`src/rtl/elevador_param.sv`:
```
// Parametrised elevator controller: SCAN scheduling, timed door, occupancy limit and emergency descent.
// fsm_state mirrors the internal state (0 IDLE, 1 UP, 2 DOWN, 3 DOOR, 4 EMERG) for observation.
module elevador_param #(
    parameter int N_FLOORS   = 8,
    parameter int MAX_PEOPLE = 7,
    parameter int TICK_DIV   = 100,
    parameter int DOOR_TICKS = 3
) (
    input  logic                            CLOCK_50,
    input  logic                            RST_N,
    input  logic [N_FLOORS-1:0]             call_sw,
    input  logic                            add_p,
    input  logic                            rem_p,
    input  logic                            emerg_p,
    output logic [3:0]                      floor,
    output logic [1:0]                      dir,
    output logic                            door_open,
    output logic [N_FLOORS-1:0]             calls,
    output logic [$clog2(MAX_PEOPLE+1)-1:0] people,
    output logic                            full,
    output logic                            emergency,
    output logic [2:0]                      fsm_state
);
    localparam int FW = 4;
    localparam int PW = $clog2(MAX_PEOPLE + 1);
    localparam int TW = (TICK_DIV > 1) ? $clog2(TICK_DIV) : 1;
    localparam int DW = (DOOR_TICKS > 0) ? $clog2(DOOR_TICKS + 1) : 1;
    localparam logic [FW-1:0] TOP  = FW'(N_FLOORS);
    localparam logic [PW-1:0] MAXP = PW'(MAX_PEOPLE);
    localparam logic [1:0] DIR_IDLE = 2'b00;
    localparam logic [1:0] DIR_UP   = 2'b01;
    localparam logic [1:0] DIR_DOWN = 2'b10;

    typedef enum logic [2:0] {
        S_IDLE  = 3'd0,
        S_UP    = 3'd1,
        S_DOWN  = 3'd2,
        S_DOOR  = 3'd3,
        S_EMERG = 3'd4
    } state_t;

    state_t              state_q, state_n;
    logic [FW-1:0]       floor_q, floor_n, nf;
    logic [1:0]          dir_q, dir_n;
    logic [DW-1:0]       door_cnt_q, door_cnt_n;
    logic [TW-1:0]       tick_cnt_q;
    logic [N_FLOORS-1:0] call_sw_q, calls_q, calls_n, clr;
    logic [PW-1:0]       people_q, people_n;
    logic                tick, car_full, in_emerg, resched, up_ok, dn_ok;

    function automatic logic [N_FLOORS-1:0] floor_mask(input logic [FW-1:0] f);
        logic [N_FLOORS-1:0] m;
        m = '0;
        for (int i = 0; i < N_FLOORS; i++) m[i] = (i + 1 == int'(f));
        return m;
    endfunction

    function automatic logic calls_above(input logic [N_FLOORS-1:0] c, input logic [FW-1:0] f);
        logic r;
        r = 1'b0;
        for (int i = 0; i < N_FLOORS; i++) if (c[i] && (i + 1 > int'(f))) r = 1'b1;
        return r;
    endfunction

    function automatic logic calls_below(input logic [N_FLOORS-1:0] c, input logic [FW-1:0] f);
        logic r;
        r = 1'b0;
        for (int i = 0; i < N_FLOORS; i++) if (c[i] && (i + 1 < int'(f))) r = 1'b1;
        return r;
    endfunction

    assign tick = (tick_cnt_q == TW'(TICK_DIV - 1));

    always_ff @(posedge CLOCK_50 or negedge RST_N) begin
        if (!RST_N) begin
            state_q    <= S_IDLE;
            floor_q    <= FW'(1);
            dir_q      <= DIR_IDLE;
            door_cnt_q <= '0;
            tick_cnt_q <= '0;
            call_sw_q  <= '0;
            calls_q    <= '0;
            people_q   <= '0;
        end else begin
            state_q    <= state_n;
            floor_q    <= floor_n;
            dir_q      <= dir_n;
            door_cnt_q <= door_cnt_n;
            tick_cnt_q <= tick ? '0 : tick_cnt_q + TW'(1);
            call_sw_q  <= call_sw;
            calls_q    <= calls_n;
            people_q   <= people_n;
        end
    end

    always_comb begin
        state_n    = state_q;
        floor_n    = floor_q;
        dir_n      = dir_q;
        door_cnt_n = door_cnt_q;
        clr        = '0;
        nf         = floor_q;
        resched    = 1'b0;
        car_full   = (people_q == MAXP);
        in_emerg   = (state_q == S_EMERG);
        up_ok      = calls_above(calls_q, floor_q);
        dn_ok      = calls_below(calls_q, floor_q);

        if (emerg_p && !in_emerg) begin
            state_n = S_EMERG;
            dir_n   = DIR_DOWN;
        end else if (tick) begin
            case (state_q)
                S_IDLE: resched = 1'b1;
                S_UP, S_DOWN: begin
                    // A full car parked mid-shaft simply holds until someone leaves.
                    if (!car_full) begin
                        if (state_q == S_UP) nf = (floor_q < TOP) ? floor_q + FW'(1) : floor_q;
                        else                 nf = (floor_q > FW'(1)) ? floor_q - FW'(1) : floor_q;
                        floor_n = nf;
                        if (|(calls_q & floor_mask(nf))) begin
                            clr        = floor_mask(nf);
                            state_n    = S_DOOR;
                            door_cnt_n = DW'(DOOR_TICKS);
                        end else if ((state_q == S_UP) ? calls_above(calls_q, nf)
                                                       : calls_below(calls_q, nf)) begin
                            state_n = state_q;
                        end else if (calls_q != '0) begin
                            state_n = (state_q == S_UP) ? S_DOWN : S_UP;
                            dir_n   = (state_q == S_UP) ? DIR_DOWN : DIR_UP;
                        end else begin
                            state_n = S_IDLE;
                            dir_n   = DIR_IDLE;
                        end
                    end
                end
                S_DOOR: begin
                    if (door_cnt_q > DW'(1)) door_cnt_n = door_cnt_q - DW'(1);
                    else if (car_full)       door_cnt_n = DW'(DOOR_TICKS);
                    else                     resched    = 1'b1;
                end
                S_EMERG: begin
                    // Descent is not gated by occupancy: people cannot leave during an emergency.
                    if (floor_q > FW'(1)) begin
                        floor_n = floor_q - FW'(1);
                    end else begin
                        state_n    = S_DOOR;
                        door_cnt_n = DW'(DOOR_TICKS);
                    end
                end
                default: begin
                    state_n = S_IDLE;
                    dir_n   = DIR_IDLE;
                end
            endcase
        end

        if (resched) begin
            if (|(calls_q & floor_mask(floor_q))) begin
                clr        = floor_mask(floor_q);
                state_n    = S_DOOR;
                door_cnt_n = DW'(DOOR_TICKS);
            end else if (calls_q == '0) begin
                state_n = S_IDLE;
                dir_n   = DIR_IDLE;
            end else if (!car_full) begin
                if (up_ok && !(dir_q == DIR_DOWN && dn_ok)) begin
                    state_n = S_UP;
                    dir_n   = DIR_UP;
                end else begin
                    state_n = S_DOWN;
                    dir_n   = DIR_DOWN;
                end
            end
        end

        if (in_emerg || emerg_p) calls_n = '0;
        else                     calls_n = (calls_q | (call_sw & ~call_sw_q)) & ~clr;

        people_n = people_q;
        if (!in_emerg) begin
            if (add_p && !rem_p && people_q != MAXP)     people_n = people_q + PW'(1);
            else if (rem_p && !add_p && people_q != '0)  people_n = people_q - PW'(1);
        end
    end

    always_comb begin
        floor     = floor_q;
        dir       = dir_q;
        door_open = (state_q == S_DOOR);
        calls     = calls_q;
        people    = people_q;
        full      = (people_q == MAXP);
        emergency = (state_q == S_EMERG);
        fsm_state = state_q;
    end
endmodule
```
`config.mk`:
```
export PLATFORM = sky130hd
export DESIGN_NAME = elevador_param
export DESIGN_NICKNAME = d
export VERILOG_FILES = /design/src/rtl/elevador_param.sv
export SDC_FILE = /design/constraint.sdc
export NUM_CORES = 1
export LEC_CHECK = 0
export CORE_AREA = 2 2 80 82
export CTS_BUF_LIST = sky130_fd_sc_hd__clkbuf_2 sky130_fd_sc_hd__clkbuf_4 sky130_fd_sc_hd__clkbuf_8
export DETAILED_ROUTE_END_ITERATION = 8
export DIE_AREA = 0 0 82 84
export HOLD_SLACK_MARGIN = 0.03
export PLACE_DENSITY = 0.79
export SYNTH_ARGS = -nofsm -noshare
export SYNTH_HDL_FRONTEND = slang
export SYNTH_SLANG_ARGS = --single-unit
```
`constraint.sdc`:
```
create_clock -name CLOCK_50 -period 8.04 [get_ports CLOCK_50]
set_input_delay 1.206 -clock CLOCK_50 [delete_from_list [all_inputs] [get_ports CLOCK_50]]
set_output_delay 1.206 -clock CLOCK_50 [all_outputs]
set_load 0.02 [all_outputs]
```
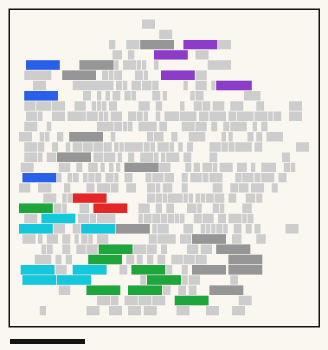
**Above:** run 1 (sequential cells grouped by signal name).
Scale bar: 20 um.
[green] call_sw_q | flops: 8
[red] dir | flops: 2
[purple] floor | flops: 4 | where: top center
[blue] people | flops: 3
[cyan] tick_cnt_q | flops: 7 | where: lower left
not colored: 13
fraction of area in registers: 28.8%
register area: 927 sq um

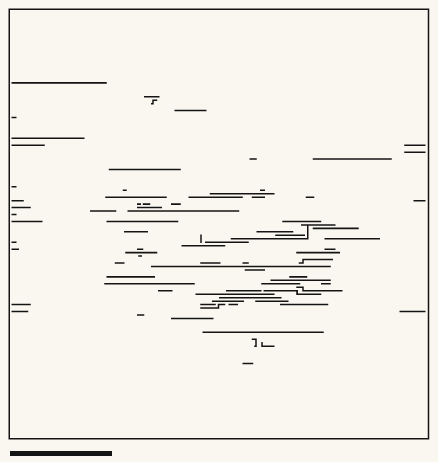
**Above:** run 1 (M3 wires).
Scale bar: 20 um.
nets with wire on the layer: 58
share of all routed wire: 6.9%

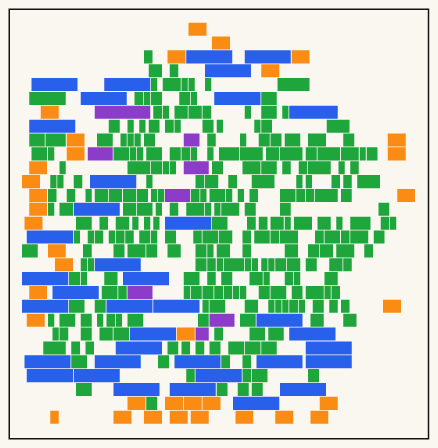
**Above:** run 1 (cells colored by class).
[blue] sequential cells | cells: 37 | share of their area: 30%
[purple] clock drivers and dummy loads | cells: 8 | share of their area: 3.7%
[green] remaining logic cells | cells: 276 | share of their area: 56%
[orange] remaining buffers and delay cells | cells: 35 | share of their area: 11%
Finished Core Util: 52.8%
# rows: 29
area inside the core boundary: 0.00610 sq mm
Final Cell Area: 0.00322 sq mm

==> impl_report.txt, run 1 <==
==== FLOW RESULTS ====
----------------------------------------------------
[Run status]
  Result of the run ........................ completed

[Timing]
  Final Max-Slew Violation Tally ........................ 0
  Final worst path period need ........................ 3.83 ns
  Final Hold Viols ........................ 0
  Unrepaired setup endpoints after global routing ........................ false
  Max Clock Freq ........................ 261 MHz
  Slew Limit Headroom ........................ 33.6%
  Final-report setup violation count ........................ 0
  Worst-Margin Slew ........................ 0.971 ns
  Fin Setup TNS ........................ 0 ns
  Worst-case clock skew ........................ 0.00823 ns
  Portion of the clock cycle consumed by the worst path in the final layout ........................ 47.7%

[Synthesis]
  Top cell types by occurrence after synthesis ........................ sky130_fd_sc_hd__dfrtp_1, sky130_fd_sc_hd__nor2_1, sky130_fd_sc_hd__nand2_1
  Library cell with the largest summed area after synthesis ........................ sky130_fd_sc_hd__dfrtp_1
  Complex-gate fraction of the synthesized area ........................ 28.4%
  Per-instance average area after synthesis ........................ 8.33 sq um
  Xor/xnor share of the synthesized area ........................ 2.87%
  Number of nets at floorplan ........................ 351
  Flops out of synthesis ........................ 37
  Synth Cell Area ........................ 0.00275 sq mm
  Arithmetic-cell share of the synthesized area counting full adders, half adders and majority gates ........................ 4.28%
  Number of warning messages in the yosys log ........................ 0
  EDFF count, synth ........................ 0
  Yosys chip area ........................ 0.00275 sq mm
  Post-Syn Instances ........................ 330
  Most used standard cell by instance count after synthesis ........................ sky130_fd_sc_hd__dfrtp_1
  Top cells by area in the synthesized netlist ........................ sky130_fd_sc_hd__dfrtp_1, sky130_fd_sc_hd__nor2_1, sky130_fd_sc_hd__nand2_1
  Async set-or-reset flop fraction in the synthesized netlist ........................ 100%
  Cell count listed in synth_stat.txt ........................ 330
  Mux frac, synth ........................ 2.32%
  Number of different library cells in the post-synthesis netlist ........................ 68
  Share of synthesized cell area in and, or, nand and nor gates ........................ 23.5%
  Sequential area share after synthesis ........................ 33.7%
  Top non-seq family ........................ AND-OR/OR-AND gates
  Synth Flop Type ........................ sky130_fd_sc_hd__dfrtp_1
  Area fraction of the dominant cell type after synthesis ........................ 32.8%

[Worst setup path]
  Critical-path maximum fanout ........................ 15
  Critical path cell sequence ........................ inv_1, ha_1, and3b_1, nor3_1, a21oi_1, a31oi_1, o221ai_1, a211o_1, and2_1, or3_1, a32oi_1, o21ai_1
  Startpoint Class ........................ flip-flop
  Slowest stage delay, CP ........................ 0.69 ns
  Path type of the worst setup path ........................ reg2reg
  Data required time of the critical path ........................ 8.21 ns
  Kind of cell adding the most delay to the critical path ........................ simple AND/OR/NAND/NOR gates
  Master of the slowest instance on the critical path ........................ sky130_fd_sc_hd__dfstp_2
  CP endpoint kind ........................ flip-flop
  Data arrival at the endpoint of the critical path ........................ 4.00 ns
  Sum of buffers and inverters on the critical path ........................ 1
  Setup slack of the worst register-to-register path ........................ 4.21 ns

[Route]
  Detailed Route Iter0 Violations ........................ 402
  Mean number of vias per cell ........................ 6.37
  Wire length on met2 ........................ 3680 um
  Uppermost routed layer ........................ met4
  Met1 Routed Length ........................ 3300 um
  Drt drc ........................ 0
  Count of TritonRoute iterations in the first routing pass ........................ 6
  Detailed-route via count ........................ 2758
  Total routed wirelength ........................ 7730 um
  Wire length per cell ........................ 17.8 um
  Length of routed met3 wiring ........................ 535 um
  Count of antenna-violating nets left after detailed routing ........................ 0

[Finish]
  Antenna diode instance count ........................ 0
  Share of post-route cells with drive strength above 1 ........................ 5.34%
  Synthesis-to-layout area growth ........................ 17.0%
  Most frequently placed logic cells in the final layout ........................ sky130_fd_sc_hd__dfrtp_1, sky130_fd_sc_hd__nor2_1, sky130_fd_sc_hd__clkdlybuf4s50_1
  Final-stage net count ........................ 376
  Final cell count without fillers ........................ 433
  Most common library cell in the layout ignoring fill and taps ........................ sky130_fd_sc_hd__dfrtp_1
  Count of filler cells inserted in the layout ........................ 587

[Floorplan]
  Starting utilization of the core area ........................ 45.1%
  Area of the die ........................ 0.00689 sq mm
  Vert. Die Dim ........................ 84 um
  Number of top-level design ports ........................ 36
  Die width ........................ 82 um

[Placed design]
  RD Place Congestion ........................ 0.994
  Count of buffers from port buffering ........................ 35
  Number of instances in the placed design ........................ 425
  Half-perimeter wire length after placement ........................ 5600 um

[Clocking]
  Number of buffers between clock root and the deepest sink ........................ 2
  Buffer count from post-CTS setup fixing ........................ 0
  Clock network latency to the later pin of the worst-skew pair ........................ 0.29 ns
  Count of H-tree levels built during CTS ........................ 2
  Clock buffer count from CTS ........................ 5
  Cell chosen for the clock root ........................ sky130_fd_sc_hd__clkbuf_8
  CTS sink count ........................ 37
  Clock slew seen by the registers of the worst setup and hold paths ........................ 0.07 ns
  Cts-stage hold buffer count ........................ 0
  Post-CTS Resized ........................ 0
  TritonCTS clock tree ........................ yes

[GRT]
  GR peak layer ........................ met2
  Initial antenna violation count ........................ 0
  First-pass GRT wire length ........................ 12700 um
  Routing usage on met3 ........................ 3.90%
  Met1 routing resource usage after global routing ........................ 32.3%
  Via count of the first global-routing pass ........................ 2628
  Met2 capacity usage during global routing ........................ 37.0%
  Pin count of the biggest net entering global routing ........................ 38
  Total global routing overflow ........................ 0
  Aggregate global-route resource usage ........................ 23.3%

[Pwr]
  Power density cells ........................ 115 mW/mm^2
  IR drop worst, VDD ........................ 87.1 uV
  Total leakage power ........................ 1.25 nW
  Post-layout total power ........................ 0.368 mW

[Worst hold path]
  Path type of the worst min-delay path ........................ reg2reg

[Job]
  Warning total across the stage logs ........................ 31
  Max-cap violation count ........................ 0

----------------------------------------------------
## run 1: area by class of cell
cell class                      count  area, sq um  share of cell area [%]
Multi-Input combinational cell    264         1690                    52.5
Sequential cell                    37          927                    28.8
Timing Repair Buffer               35          345                    10.7
Tap cell                           77         96.3                    2.99
Clock buffer                        6         76.3                    2.37
Inverter                           12         45.0                    1.40
Clock inverter                      2         38.8                    1.21
## run 1: final timing paths
| path | start | to | depth (start not counted) |
|---|---|---|---|
| hold / removal | tick_cnt_q[0]$_DFF_PN0_ | tick_cnt_q[0]$_DFF_PN0_ | 1 |
| setup reg to reg | floor[0]$_DFFE_PN1P_ | dir[0]$_DFF_PN0_ | 12 |
| max in group asynchronous | RST_N | floor[2]$_DFFE_PN0P_ | 1 |
| setup / recovery | floor[0]$_DFFE_PN1P_ | dir[0]$_DFF_PN0_ | 12 |
| hold reg to reg | tick_cnt_q[0]$_DFF_PN0_ | tick_cnt_q[0]$_DFF_PN0_ | 1 |
| min in group asynchronous | RST_N | call_sw_q[3]$_DFF_PN0_ | 1 |
## run 1: report_power, final
group          internal (mW)  switching (mW)
Clock                 0.0965          0.0693
Combinational        0.00666         0.00642
Sequential             0.188         0.00108
## run 1: sequential cells by signal, summed over array words and instances, names as in the netlist
name and count:
fsm_state 3, dir 2, floor 4, door_cnt_q 2, call_sw_q 8, tick_cnt_q 7, people 3, calls 8
## run 1: stage by stage
stage | cell area [sq um] | setup slack [ns] | hold slack, ns | util, %
after floorplan | 2750 | 4.49 | 0.455 | -
after global placement | 3100 | 4.43 | 0.471 | 50.9
after detailed placement | 3100 | 4.28 | 0.479 | 50.9
after CTS | 3220 | 4.28 | 0.490 | 52.8
after global routing | 3220 | 4.00 | 0.503 | 52.8
final | 3220 | 4.21 | 0.487 | 52.8
**Run 1: cell area per tile**

8 x 8 tiles, from white (low) to dark blue (high), 0 to 100% covered.
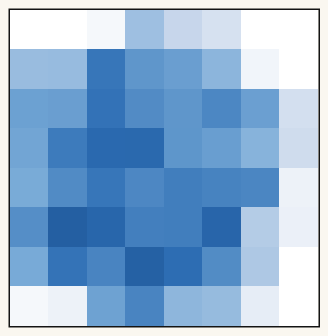

==> run 2: changes to the inputs <==
clock period = 4 ns   (was 8.04 ns; I/O delays follow)
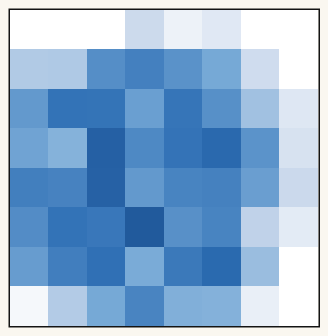
**Above:** run 2 (cell area per tile).
8 x 8 tiles, from white (low) to dark blue (high), 0 to 100% covered.
fullest tile: 83%
mean over tiles: 46%
tiles over 75% full: 7.8%
nearly empty tiles: 13%

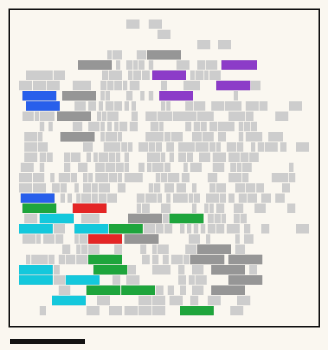
**Above:** run 2 (sequential cells grouped by signal name).
Scale bar: 20 um.
[red] dir | flops: 2
[blue] people | flops: 3
[green] call_sw_q | flops: 8
[cyan] tick_cnt_q | flops: 7 | where: lower left
[purple] floor | flops: 4
not colored: 13

==> impl_report.txt, run 2 <==
==== FLOW RESULTS ====
----------------------------------------------------
[Run status]
  Result of the run ........................ completed

[Finish]
  Count of buffers not belonging to the clock network in the layout ........................ 40
  Multi-input gate area ........................ 0.00169 sq mm
  Final-stage net count ........................ 381
  Fraction of area in registers ........................ 28.7%
  Inverter tally of the final layout excluding the clock network ........................ 12
  Final-layout non-clock buffer area share ........................ 11.8%
  Combinational gate count ........................ 264
  Clock network area share ........................ 2.79%
  Area-dominant cell class after layout ........................ combinational gates
  Fraction of area in multi-input gates ........................ 52.3%
  # clk buffers ........................ 5
  Register area ........................ 927 sq um
  Most frequently placed logic cells in the final layout ........................ sky130_fd_sc_hd__dfrtp_1, sky130_fd_sc_hd__nor2_1, sky130_fd_sc_hd__clkdlybuf4s50_1
  Synthesis-to-layout area growth ........................ 17.6%
  Antenna diode instance count ........................ 0

[Route]
  Drt drc ........................ 0
  Detailed-route via count ........................ 2802
  Wire length on met2 ........................ 3720 um
  Mean number of vias per cell ........................ 6.40
  Count of antenna-violating nets left after detailed routing ........................ 0
  Met1 Routed Length ........................ 3240 um
  Total routed wirelength ........................ 7780 um
  Wire length per cell ........................ 17.8 um
  Detailed Route Iter0 Violations ........................ 338
  Uppermost routed layer ........................ met4
  Count of TritonRoute iterations in the first routing pass ........................ 6
  Length of routed met3 wiring ........................ 623 um

[Pwr]
  Switch share ........................ 24.4%
  Total leakage power ........................ 1.26 nW
  IR drop worst, VDD ........................ 215 uV
  Power Internal ........................ 0.516 mW
  Biggest power consumer among the groups ........................ registers
  Power density cells ........................ 211 mW/mm^2
  Clock Power ........................ 0.275 mW
  Post-layout total power ........................ 0.682 mW
  Relative contribution of combinational cells to total power ........................ 3.9%
  Net Switching ........................ 0.167 mW
  Proportion of power drawn by flip-flops and latches ........................ 55.8%
  Part of the total power dissipated in the clock network ........................ 40.3%
  Power attributed to sequential cells ........................ 0.381 mW

[Floorplan]
  Area of the die ........................ 0.00689 sq mm
  Number of top-level design ports ........................ 36
  Die width ........................ 82 um
  Starting utilization of the core area ........................ 45.1%
  # rows ........................ 29
  Area inside the core boundary ........................ 0.00610 sq mm
  Vert. Die Dim ........................ 84 um

[Timing]
  Final-report setup violation count ........................ 0
  Worst-Margin Slew ........................ 0.827 ns
  Slew Limit Headroom ........................ 44.9%
  Final Max-Slew Violation Tally ........................ 0
  Max Clock Freq ........................ 262 MHz
  Final Hold Viols ........................ 0
  Fin Setup TNS ........................ 0 ns
  Final worst path period need ........................ 3.81 ns
  Portion of the clock cycle consumed by the worst path in the final layout ........................ 95.3%
  Unrepaired setup endpoints after global routing ........................ false

[Synthesis]
  Per-instance average area after synthesis ........................ 8.33 sq um
  Synth Cell Area ........................ 0.00275 sq mm
  Yosys chip area ........................ 0.00275 sq mm
  Async set-or-reset flop fraction in the synthesized netlist ........................ 100%
  Number of different library cells in the post-synthesis netlist ........................ 68
  Library cell with the largest summed area after synthesis ........................ sky130_fd_sc_hd__dfrtp_1
  Sequential area share after synthesis ........................ 33.7%
  Cell count listed in synth_stat.txt ........................ 330
  EDFF count, synth ........................ 0
  Number of nets at floorplan ........................ 351
  Top cell types by occurrence after synthesis ........................ sky130_fd_sc_hd__dfrtp_1, sky130_fd_sc_hd__nor2_1, sky130_fd_sc_hd__nand2_1
  Flops out of synthesis ........................ 37
  Most used standard cell by instance count after synthesis ........................ sky130_fd_sc_hd__dfrtp_1
  Post-Syn Instances ........................ 330
  Area fraction of the dominant cell type after synthesis ........................ 32.8%
  Number of warning messages in the yosys log ........................ 0
  Top cells by area in the synthesized netlist ........................ sky130_fd_sc_hd__dfrtp_1, sky130_fd_sc_hd__nor2_1, sky130_fd_sc_hd__nand2_1
  Synth Flop Type ........................ sky130_fd_sc_hd__dfrtp_1

[Worst setup path]
  Data required time of the critical path ........................ 4.18 ns
  Setup slack of the worst register-to-register path ........................ 0.19 ns
  Critical path cell sequence ........................ inv_1, ha_1, and3b_1, nor3_1, a32oi_1, o21a_1, o21a_1, a211o_1, and2_1, or3_1, a32oi_1, o21ai_1
  Critical register-to-register path startpoint ........................ floor[0]$_DFFE_PN1P_
  Startpoint Class ........................ flip-flop
  Reg2reg path depth ........................ 12
  Data arrival at the endpoint of the critical path ........................ 3.99 ns
  Slowest stage delay, CP ........................ 0.70 ns
  Path type of the worst setup path ........................ reg2reg
  Kind of cell adding the most delay to the critical path ........................ simple AND/OR/NAND/NOR gates
  Master of the slowest instance on the critical path ........................ sky130_fd_sc_hd__dfstp_2
  Worst flop-to-flop path endpoint ........................ dir[0]$_DFF_PN0_
  Sum of buffers and inverters on the critical path ........................ 1
  CP endpoint kind ........................ flip-flop

[GRT]
  Routing usage on met3 ........................ 4.87%
  Via count of the first global-routing pass ........................ 2637
  Met2 capacity usage during global routing ........................ 38.4%
  Initial antenna violation count ........................ 0
  Pin count of the biggest net entering global routing ........................ 38
  Met1 routing resource usage after global routing ........................ 31.1%
  GR peak layer ........................ met2
  First-pass GRT wire length ........................ 12900 um
  Aggregate global-route resource usage ........................ 24.1%

[Clocking]
  Clock network latency to the later pin of the worst-skew pair ........................ 0.30 ns
  CTS sink count ........................ 37
  Number of buffers between clock root and the deepest sink ........................ 2
  Clock slew seen by the registers of the worst setup and hold paths ........................ 0.08 ns
  Count of H-tree levels built during CTS ........................ 2
  Clock buffer count from CTS ........................ 5
  TritonCTS clock tree ........................ yes
  Cell chosen for the clock root ........................ sky130_fd_sc_hd__clkbuf_8
  Buffer count from post-CTS setup fixing ........................ 0
  Post-CTS Resized ........................ 0

[Job]
  Max-cap violation count ........................ 0

[Worst hold path]
  Path type of the worst min-delay path ........................ in2async

[Placed design]
  Count of buffers from port buffering ........................ 35
  Half-perimeter wire length after placement ........................ 5690 um
  RD Place Congestion ........................ 1.00

----------------------------------------------------
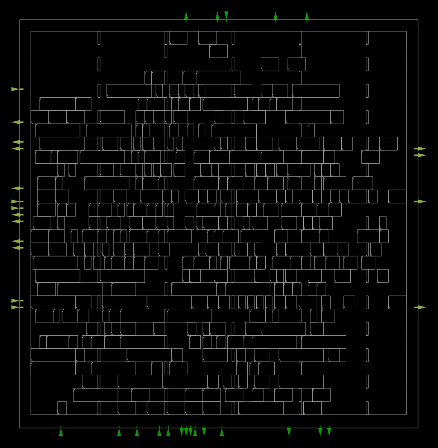
**Above:** run 2 (placed standard cells).
count of filler cells inserted in the layout: 590
total number of sequential cells: 37
tap cells: 77

run 2: cell families (layout without fill, tap and decap cells):
family | Yosys count | in the layout | share of synthesized area [%]
buffers and inverters | 29 | 60 | 4.87
adder cells (fa/ha/maj) | 9 | 9 | 4.28
XOR/XNOR | 9 | 9 | 2.87
AND/OR/NAND/NOR | 130 | 130 | 23.5
AND-OR/OR-AND | 110 | 110 | 28.4
flip-flops | 37 | 37 | 33.7
multiplexers | 6 | 6 | 2.32
run 2: through the flow:
| stage | hold WS [ns] | cells | utilization [%] | area (sq um) | worst slack (ns) |
|---|---|---|---|---|---|
| 4_1_cts | 0.409 | 438 | 53.0 | 3230 | 0.296 |
| 2_1_floorplan | 0.304 | 330 | - | 2750 | 0.450 |
| 6_report | 0.397 | 438 | 53.0 | 3230 | 0.188 |
| 5_1_grt | 0.451 | 438 | 53.0 | 3230 | 0.0370 |
| 3_3_place_gp | 0.471 | 430 | 51.5 | 3140 | 0.434 |
| 3_5_place_dp | 0.481 | 430 | 51.5 | 3140 | 0.308 |
run 2: worst max-delay path by stage:
| stage | slack (ns) | start | end | cells after the start |
|---|---|---|---|---|
| CTS | 0.30 | floor[0]$_DFFE_PN1P_ | dir[0]$_DFF_PN0_ | 12 |
| global placement | 0.43 | floor[0]$_DFFE_PN1P_ | dir[0]$_DFF_PN0_ | 12 |
| floorplan | 0.45 | floor[0]$_DFFE_PN1P_ | dir[0]$_DFF_PN0_ | 14 |
| detailed placement | 0.31 | floor[0]$_DFFE_PN1P_ | dir[0]$_DFF_PN0_ | 12 |
| finish | 0.19 | floor[0]$_DFFE_PN1P_ | dir[0]$_DFF_PN0_ | 12 |
| global route | 0.04 | floor[0]$_DFFE_PN1P_ | dir[0]$_DFF_PN0_ | 12 |
No activity file was given, so power comes from the tool's default toggle rates.
